**Sequential cells grouped by signal name**

Scale bar: 50 um. Other sequential cells in the stronger grey, the rest of the logic in the fainter grey.
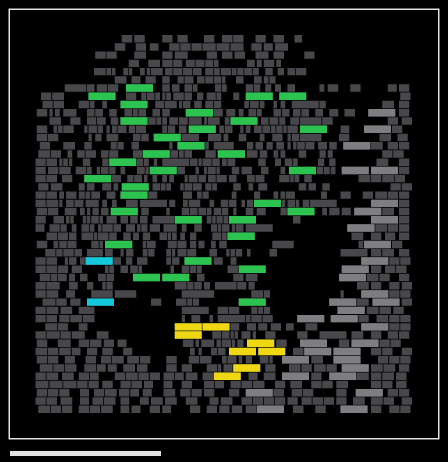
**Pin map**

Pins as bars across the die edge, other pins in grey.
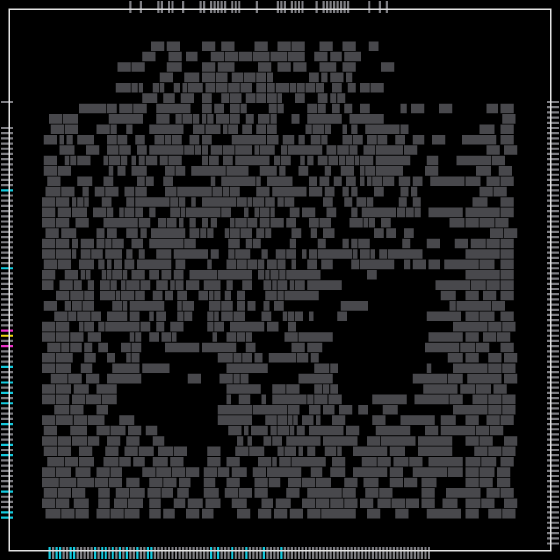
**src/rtl/dmem_host_arbiter_if.sv**
```systemverilog
// Bundle of the host load port, the CPU data port and the data_mem port.
// The arbiter sits on the slave side; the surrounding system (CPU, host,
// memory) sits on the master side.
interface dmem_host_arbiter_if #(
  parameter int DATA_W = 32,
  parameter int ADDR_W = 32,
  parameter int CNT_W  = 8
);
  logic              host_load_req;
  logic              host_valid;
  logic              host_ready;
  logic              host_we;
  logic              host_autoinc;
  logic [ADDR_W-1:0] host_addr;
  logic [DATA_W-1:0] host_wdata;
  logic [DATA_W-1:0] host_rdata;
  logic              host_rvalid;
  logic              cpu_hold;
  logic              cpu_memwrite;
  logic [ADDR_W-1:0] cpu_addr;
  logic [DATA_W-1:0] cpu_wdata;
  logic [DATA_W-1:0] cpu_rdata;
  logic              mem_we;
  logic [ADDR_W-1:0] mem_addr;
  logic [DATA_W-1:0] mem_wdata;
  logic [DATA_W-1:0] mem_rdata;
  logic [CNT_W-1:0]  load_count;
  logic [1:0]        state_dbg;

  modport slave (
    input  host_load_req, host_valid, host_we, host_autoinc, host_addr, host_wdata,
    input  cpu_memwrite, cpu_addr, cpu_wdata, mem_rdata,
    output host_ready, host_rdata, host_rvalid, cpu_hold, cpu_rdata,
    output mem_we, mem_addr, mem_wdata, load_count, state_dbg
  );

  modport master (
    output host_load_req, host_valid, host_we, host_autoinc, host_addr, host_wdata,
    output cpu_memwrite, cpu_addr, cpu_wdata, mem_rdata,
    input  host_ready, host_rdata, host_rvalid, cpu_hold, cpu_rdata,
    input  mem_we, mem_addr, mem_wdata, load_count, state_dbg
  );
endinterface

```
**src/rtl/dmem_host_arbiter.sv**
```systemverilog
// Shares the single data_mem port between the CPU and an external host.
// While a host load session is open the CPU is held in reset.
//
// Host handshake: a beat transfers on a rising edge where host_valid and
// host_ready are both 1. host_ready is 1 only while a session is open and
// does not depend on host_valid. Write beats drive data_mem combinationally
// in the accept cycle; read beats return data on host_rdata with a
// one-cycle host_rvalid pulse in the cycle after the accept.
module dmem_host_arbiter #(
  parameter int DATA_W    = 32,
  parameter int ADDR_W    = 32,
  parameter int CNT_W     = 8,
  parameter int ADDR_STEP = 4
) (
  input logic clk,
  input logic reset,
  dmem_host_arbiter_if.slave bus
);

  typedef enum logic [1:0] {
    HOLD    = 2'd0,
    LOAD    = 2'd1,
    RELEASE = 2'd2,
    RUN     = 2'd3
  } state_t;

  state_t            state, nextState;
  logic [ADDR_W-1:0] ptr;
  logic [ADDR_W-1:0] beatAddr;
  logic [CNT_W-1:0]  loadCount;
  logic [DATA_W-1:0] hostRdata;
  logic              hostRvalid;
  logic              beatAccept;
  logic              enterLoad;

  assign beatAddr   = bus.host_autoinc ? ptr : bus.host_addr;
  assign beatAccept = (state == LOAD) && bus.host_valid;
  assign enterLoad  = (state != LOAD) && (nextState == LOAD);

  // State register; reset lands in HOLD immediately.
  always_ff @(posedge clk or posedge reset) begin
    if (reset) state <= HOLD;
    else       state <= nextState;
  end

  // Next state and port steering; the CPU owns the memory port only in RUN.
  always_comb begin
    nextState     = state;
    bus.cpu_hold  = 1'b1;
    bus.host_ready = 1'b0;
    bus.mem_we    = 1'b0;
    bus.mem_addr  = bus.host_addr;
    bus.mem_wdata = bus.host_wdata;
    unique case (state)
      HOLD: begin
        nextState = bus.host_load_req ? LOAD : RELEASE;
      end
      LOAD: begin
        bus.host_ready = 1'b1;
        bus.mem_addr   = beatAddr;
        bus.mem_we     = bus.host_valid && bus.host_we;
        if (!bus.host_load_req) nextState = RELEASE;
      end
      RELEASE: begin
        // One dead cycle so the last host write is committed before the CPU runs.
        nextState = RUN;
      end
      RUN: begin
        bus.cpu_hold  = 1'b0;
        bus.mem_we    = bus.cpu_memwrite;
        bus.mem_addr  = bus.cpu_addr;
        bus.mem_wdata = bus.cpu_wdata;
        if (bus.host_load_req) nextState = LOAD;
      end
      default: nextState = HOLD;
    endcase
  end

  // Session pointer, beat counter and registered read-back data.
  always_ff @(posedge clk or posedge reset) begin
    if (reset) begin
      ptr        <= '0;
      loadCount  <= '0;
      hostRdata  <= '0;
      hostRvalid <= 1'b0;
    end else begin
      hostRvalid <= beatAccept && !bus.host_we;
      if (beatAccept && !bus.host_we) hostRdata <= bus.mem_rdata;
      if (enterLoad) begin
        ptr       <= bus.host_addr;
        loadCount <= '0;
      end else if (beatAccept) begin
        ptr <= beatAddr + ADDR_W'(ADDR_STEP);
        if (loadCount != {CNT_W{1'b1}}) loadCount <= loadCount + CNT_W'(1);
      end
    end
  end

  assign bus.host_rdata  = hostRdata;
  assign bus.host_rvalid = hostRvalid;
  assign bus.load_count  = loadCount;
  assign bus.cpu_rdata   = bus.mem_rdata;
  assign bus.state_dbg   = state;

endmodule

```
**src/flat_wrapper.sv**
```systemverilog
// flat-port wrapper written by rule: the top's interface ports become plain ports
module dmem_host_arbiter_flat 
#(
  parameter int DATA_W    = 32,
  parameter int ADDR_W    = 32,
  parameter int CNT_W     = 8,
  parameter int ADDR_STEP = 4
)
  (clk, reset, bus_host_load_req, bus_host_valid, bus_host_we, bus_host_autoinc, bus_host_addr, bus_host_wdata, bus_cpu_memwrite, bus_cpu_addr, bus_cpu_wdata, bus_mem_rdata, bus_host_ready, bus_host_rdata, bus_host_rvalid, bus_cpu_hold, bus_cpu_rdata, bus_mem_we, bus_mem_addr, bus_mem_wdata, bus_load_count, bus_state_dbg);
  dmem_host_arbiter_if #(.DATA_W(DATA_W), .ADDR_W(ADDR_W), .CNT_W(CNT_W)) bus_i ();
  input logic clk;
  input logic reset;
  input wire logic [$bits(bus_i.host_load_req)-1:0] bus_host_load_req;
  input wire logic [$bits(bus_i.host_valid)-1:0] bus_host_valid;
  input wire logic [$bits(bus_i.host_we)-1:0] bus_host_we;
  input wire logic [$bits(bus_i.host_autoinc)-1:0] bus_host_autoinc;
  input wire logic [$bits(bus_i.host_addr)-1:0] bus_host_addr;
  input wire logic [$bits(bus_i.host_wdata)-1:0] bus_host_wdata;
  input wire logic [$bits(bus_i.cpu_memwrite)-1:0] bus_cpu_memwrite;
  input wire logic [$bits(bus_i.cpu_addr)-1:0] bus_cpu_addr;
  input wire logic [$bits(bus_i.cpu_wdata)-1:0] bus_cpu_wdata;
  input wire logic [$bits(bus_i.mem_rdata)-1:0] bus_mem_rdata;
  output wire logic [$bits(bus_i.host_ready)-1:0] bus_host_ready;
  output wire logic [$bits(bus_i.host_rdata)-1:0] bus_host_rdata;
  output wire logic [$bits(bus_i.host_rvalid)-1:0] bus_host_rvalid;
  output wire logic [$bits(bus_i.cpu_hold)-1:0] bus_cpu_hold;
  output wire logic [$bits(bus_i.cpu_rdata)-1:0] bus_cpu_rdata;
  output wire logic [$bits(bus_i.mem_we)-1:0] bus_mem_we;
  output wire logic [$bits(bus_i.mem_addr)-1:0] bus_mem_addr;
  output wire logic [$bits(bus_i.mem_wdata)-1:0] bus_mem_wdata;
  output wire logic [$bits(bus_i.load_count)-1:0] bus_load_count;
  output wire logic [$bits(bus_i.state_dbg)-1:0] bus_state_dbg;
  assign bus_i.host_load_req = bus_host_load_req;
  assign bus_i.host_valid = bus_host_valid;
  assign bus_i.host_we = bus_host_we;
  assign bus_i.host_autoinc = bus_host_autoinc;
  assign bus_i.host_addr = bus_host_addr;
  assign bus_i.host_wdata = bus_host_wdata;
  assign bus_i.cpu_memwrite = bus_cpu_memwrite;
  assign bus_i.cpu_addr = bus_cpu_addr;
  assign bus_i.cpu_wdata = bus_cpu_wdata;
  assign bus_i.mem_rdata = bus_mem_rdata;
  assign bus_host_ready = bus_i.host_ready;
  assign bus_host_rdata = bus_i.host_rdata;
  assign bus_host_rvalid = bus_i.host_rvalid;
  assign bus_cpu_hold = bus_i.cpu_hold;
  assign bus_cpu_rdata = bus_i.cpu_rdata;
  assign bus_mem_we = bus_i.mem_we;
  assign bus_mem_addr = bus_i.mem_addr;
  assign bus_mem_wdata = bus_i.mem_wdata;
  assign bus_load_count = bus_i.load_count;
  assign bus_state_dbg = bus_i.state_dbg;
  dmem_host_arbiter #(.DATA_W(DATA_W), .ADDR_W(ADDR_W), .CNT_W(CNT_W), .ADDR_STEP(ADDR_STEP)) u_core (.clk(clk), .reset(reset), .bus(bus_i));
endmodule
```
**config.mk**
```make
export PLATFORM = sky130hd
export DESIGN_NAME = dmem_host_arbiter_flat
export DESIGN_NICKNAME = d
export VERILOG_FILES = /design/src/rtl/dmem_host_arbiter_if.sv /design/src/rtl/dmem_host_arbiter.sv /design/src/flat_wrapper.sv
export SDC_FILE = /design/constraint.sdc
export NUM_CORES = 1
export LEC_CHECK = 0
export CAP_MARGIN = 25
export CORE_MARGIN = 8
export CORE_UTILIZATION = 36
export DETAILED_ROUTE_END_ITERATION = 12
export PLACE_DENSITY = 0.78
export SYNTH_ARGS = -nofsm -noshare
export SYNTH_HDL_FRONTEND = slang
export SYNTH_SLANG_ARGS = --single-unit
```
**constraint.sdc**
```tcl
create_clock -name clk -period 2.3 [get_ports clk]
set_input_delay 0.23 -clock clk [delete_from_list [all_inputs] [get_ports clk]]
set_output_delay 0.23 -clock clk [all_outputs]
set_load 0.01 [all_outputs]
```
==> impl_metrics.toml <==
# synthesis and place-and-route metrics
[run_status]
status = "finished clean"

[placement]
gp_congestion = 0.922
dp_cells = 1144
hpwlAfterDp_mm = 17.9
pre_cts_slack_ns = -0.309
port_buffers = 308

[cells_and_area]
buffers = 394
ff_count = 75
clkCellAreaFrac_pct = 3.07
layout.cells.most_common_list = "clkdlybuf4s50_1 (255), mux2_2 (79), buf_4 (77)"
drive_gt1_share_pct = 21.1
logic_area_um2 = 3320
nNetsFinal = 1110
nMultiInputCombCells = 451
area_growth_pct = 70.0
stdcell_area_um2 = 9620
largest_class = "buffers"
inverters = 10
comb_area_share_pct = 34.5
buffer_area_share_pct = 39.7
fin_cells = 1163
num-clock-buffers = 10
fillers = 1327
lay_top_count = "clkdlybuf4s50_1"

[sta]
timing.hold.ws_ns = 0.173
period_used_pct = 97.2
slew_headroom_pct = 61.1
finalSetupViolCount = 0
rsz0062_at_grt = "true"
finalHoldViolCount = 0
fin_setup_tns_ns = 0
setup_ws_ns = 0.0642
fin_worst_skew_ns = 0.00739
maxSlewViolCount = 0
period_needed_ns = 2.24
worstMarginPinSlew_ns = 0.582

[synthesis]
top_area_cell = "dfrtp_1"
synthAdderAreaFrac_pct = 0.442
synthArstFlopShare_pct = 100
yosysWarnings = 0
yosys_cells = 615
synthTopCellsByArea = "dfrtp_1 (33%), mux2_2 (16%), buf_4 (4.6%)"
synthCells = 615
common_cells = "mux2_2 (79), dfrtp_1 (75), nand2_1 (44), o21ai_0 (40), o22ai_1 (36)"
synth.avg_cell_area_um2 = 9.20
top_cell = "mux2_2"
netlist_area_um2 = 5660
synth-edff-count = 0
synth_top_flop_cell = "dfrtp_1"
synth-seq-cells = 75
postSynthSeqShare_pct = 33.2
ys_top_logic_family = "AND-OR/OR-AND gates"
yosysChipArea_um2 = 5660
yosysUniqueCellTypes = 57
xor_area_share_pct = 4.18

[grt]
grtUsageTotal_pct = 21.5
gr-usage-met2_pct = 36.7
gr-usage-met3_pct = 6.75
grtUsageMet1_pct = 25.1
grt_start_max_net_pins = 42
gr-total-overflow = 0
grt_antenna_before_repair = 1

[setup_path]
crit_type = "register to output pin"
crit_family = "buffers and inverters"
path_buffers = 3
start_kind = "register"
rr_worst_depth = 6
crit_start = "u_core.bus.state_dbg[0]$_DFF_PP0_"
worstPathRequired_ns = 2.07
rrSetupSlack_ns = 0.16
crit_end = "bus_mem_wdata[30]"
worst-path-stages = 5
crit_chain = "and2_1 -> inv_2 -> buf_4 -> mux2_2 -> clkdlybuf4s50_1"
crit_path_max_fanout = 5
regToRegEndpoint = "u_core.ptr[14]$_DFFE_PP0P_"
end_kind = "output pin"
cpMaxStageDelayCell = "clkdlybuf4s50_1"

[clock_network]
cts_tree = "done"
ctsHoldBuffers = 0
cts_buffers = 9
cts.reportedPaths.clkPinSlew_ns = 0.06
root_buffer = "clkbuf_16"
clk-insertion-delay-late_ns = 0.34
post_cts_resized = 38
post_cts_buffers = 2
cts_buffer_depth = 2
cts_sinks = 75
cts_max_level = 3

[power_and_ir_drop]
maxPowerGroup = "combinational cells"
intPower_mw = 3.69
switching_power_mw = 1.69
power_frac_comb_pct = 40.5
finalPower_mw = 5.38
p_leak_nw = 4.05
ir_drop_mv = 0.348
power_density_nw_per_um2 = 560
netSwitchingFraction_pct = 31.4
powerClk_mw = 1.41
p_clk_share_pct = 26.2

[routing]
firstDrtPassIters = 5
routedWlPerCell_um = 19.1
wirelength_mm = 22.2
drt_iter0_markers = 467
drc = 0
antenna_left = 0
wl_met1_mm = 8.74
dr_total_vias = 6300
wl_met2_mm = 10.9

[die]
die-area_um2 = 20000
rows = 46
io_pins = 309
coreArea_um2 = 15600

[job]
drv_cap = 0
-- 'sequential cells grouped by signal name' (at the start) --
green -> `u_core.ptr`  # placed flops 32
cyan -> `u_core.bus.state_dbg`  # placed flops 2
yellow -> `u_core.bus.load_count`  # placed flops 8, where bottom middle
fin util: 61.7%
Reg area: 1880 um2
sequential power: 1.79 mW
flop share of the area: 19.5%

-- 'pin map' (at the start) --
cyan -> `bus_cpu_wdata`  # pins 32, direction input, edge 20 bottom, 12 left
magenta -> `bus_state_dbg`  # pins 2, direction output, edge left
yellow -> `bus_host_load_req`  # pins 1, direction input, edge left
all pins by edge = 109 bottom, 86 right, 77 left, 37 top
Die X: 141 um
DIE HEIGHT: 141 um

No activity file was given, so power comes from the tool's default toggle rates.
